floorplan.png
The bar under the picture is 20 um long. Pins as bars on the die edge.
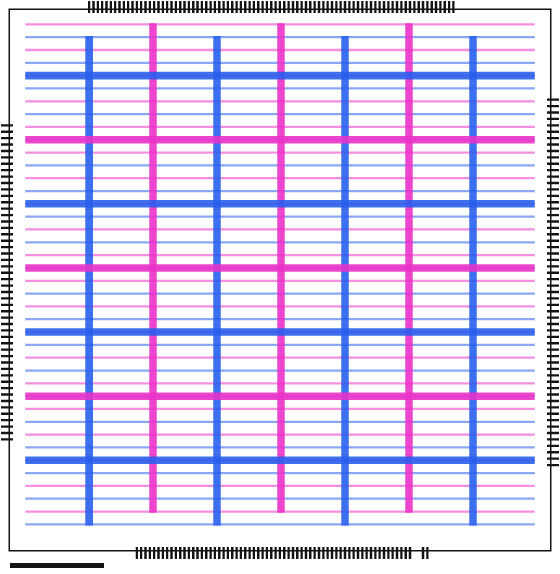
class_map.png
The bar under the picture is 20 um long.
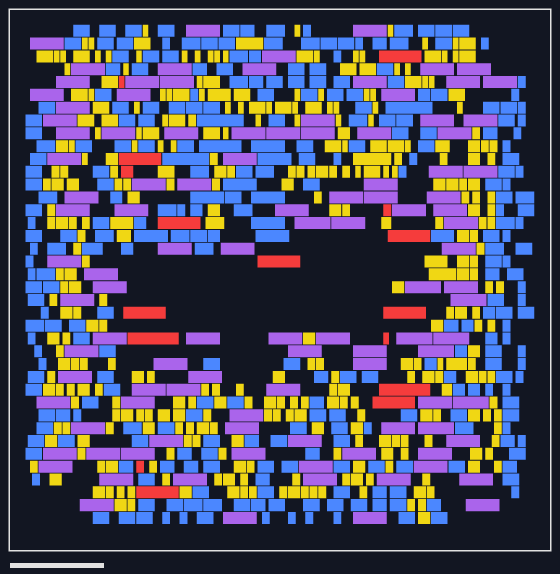
clock_wires.png
The bar under the picture is 20 um long.
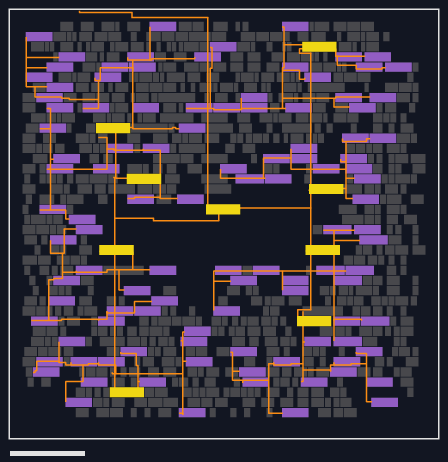
layers.png
Two of the layers only.
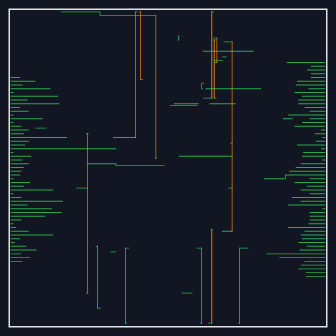
Design ex_mem_stage, sky130hd; sources not shown.
==> impl_metrics.csv <==
group,metric,value,unit
global_routing,antenna_found_initial,0,
yosys,logic_family,"AND-OR/OR-AND gates",
die,tapCellCount,143,
pwr,p_per_area,972,nW/um2
global_routing,use_met1,24.7,%
outcome,violations,"negative setup slack",
global_routing,grt_pass1_wl,23000,um
yosys,top_cells_by_count,"dfxtp_1 (107), nand3_1 (73), o21ai_0 (73)",
sta,worst_slack,-0.0915,ns
yosys,syn_nets,635,
clocking,clk_pin_slew,0.07,ns
yosys,yosysUniqueCellTypes,21,
layout,clockBufferCount,11,
setup_path,crit_family,"buffers and inverters",
setup_path,cp_cell_sequence,"nor2b_4 > inv_4 > buf_6 > and4_4 > buf_12 > buf_12 > mux2i_4",
layout,clkCellAreaFrac,4.20,%
layout,final_net_count,847,
sta,worst_pin_slew,0.415,ns
clocking,cts_hold_buf,0,
yosys,synth.top_cell.area_share,46.6,%
job,warnings,28,
routing,drc_errors,0,
yosys,synth.largest_area_cell,"dfxtp_1",
setup_path,path_buffers,4,
placement,dp.cells,858,
yosys,ff_type,"dfxtp_1",
placement,port_buffers,258,
pwr,switching_share,25.0,%
yosys,xor_share,0.191,%
sta,setup_tns,-1.22,ns
clocking,tritoncts,"built",
layout,fillerInstances,942,
routing,via_per_inst,5.16,
layout,num_antenna_cells,0,
setup_path,reg2regPathDepth,7,
yosys,ys_warn_count,0,
pwr,pwr-share-seq,45.3,%
layout,largest_cell_class,"non-clock buffers",
die,io_pins,259,
layout,comb_share,26.8,%
clocking,htreeDepth,3,
layout,comb_cells,326,
yosys,synth_async_sr_flop_share,0,%
yosys,netlist_area,4600,um2
yosys,enable_flop_cells,0,
setup_path,required,1.67,ns
yosys,ys_seq_elements,107,
yosys,area_leaders,"dfxtp_1 (47%), a21boi_0 (11%), nand3_1 (7.9%)",
sta,rsz0062_at_grt,"true",
die,initial_core_util,40.1,%
layout,fin_cells,882,
global_routing,grt_util_met2,40.4,%
placement,place_area,7090,um2
routing,ant_nets,0,
setup_path,critical_path_depth,7,
pwr,p_total,0.00717,W
pwr,combinationalPower,0.00128,W
outcome,outcome,"complete, but fails checks",
sta,fmax,670,MHz
routing,drt_pre_antenna_iters,4,
setup_path,crit_top_cell,"buf_12",
pwr,top_power_group,"sequential cells",
setup_path,end_kind,"flop",
hold_path,worstHoldPathType,"input port to flop",
sta,setup_violations,39,
clocking,cts_resized,273,
pwr,internal-power,0.00538,W
placement,dp_slack,-0.596,ns
layout,bufAreaShareNonClock,37.4,%
routing,wl_met3,1040,um
yosys,ys_seq_share,46.6,%
layout,largest_reg_flops,73,
clocking,clk_path_buf_depth,2,
yosys,syn_avg_cell_area,8.81,um2
yosys,ys_cells,522,
yosys,ys_sh_mux,6.97,%
sta,maxSlewViolCount,0,
clocking,post_cts_buffers,0,
pwr,comb_power_share,17.8,%
setup_path,cp-start-kind,"flop",
## Picture notes: floorplan.png
| color | net |
|---|---|
| blue | VSS |
| magenta | VDD |
met1 rails: 40
signal pins: 259
met5 straps: 7
rows: 39
met4 straps: 7
Die Span X: 115 um
Die Ht: 115 um
Core Box Area: 11,500 um2
VDD IR-drop max: 0.492 mV

## Picture notes: class_map.png
| color | class | cells | share of their area |
|---|---|---|---|
| red | clock drivers and dummy loads | 16 | 4.3% |
| yellow | remaining logic cells | 327 | 28% |
| purple | registers | 107 | 30% |
| blue | remaining buffers and delay cells | 289 | 38% |
post-route cell area: 7380 um2
Core Util, Final: 64.4%
sequential share of cell area: 29.2%
std cell rows: 39

## Picture notes: clock_wires.png
[purple] flip-flops | count: 107
[yellow] clock-net drivers | count: 9
[orange] clock wires | length: 1,230 um
flops lie: spread over the die
Clock Latency Late Sink: 0.34 ns
clock-net power: 0.00265 W
Final Skew: 0.00926 ns
Clk pwr share: 36.9%

## Picture notes: layers.png
| color | layer | wire length |
|---|---|---|
| green | M3 | 1,040 um |
| orange | M4 | 447 um |
WL/cell: 17.5 um
via count: 4,548
Post-Route WL: 15,500 um
GRT Total Usage: 22.1%

No activity file was given, so power comes from the tool's default toggle rates.
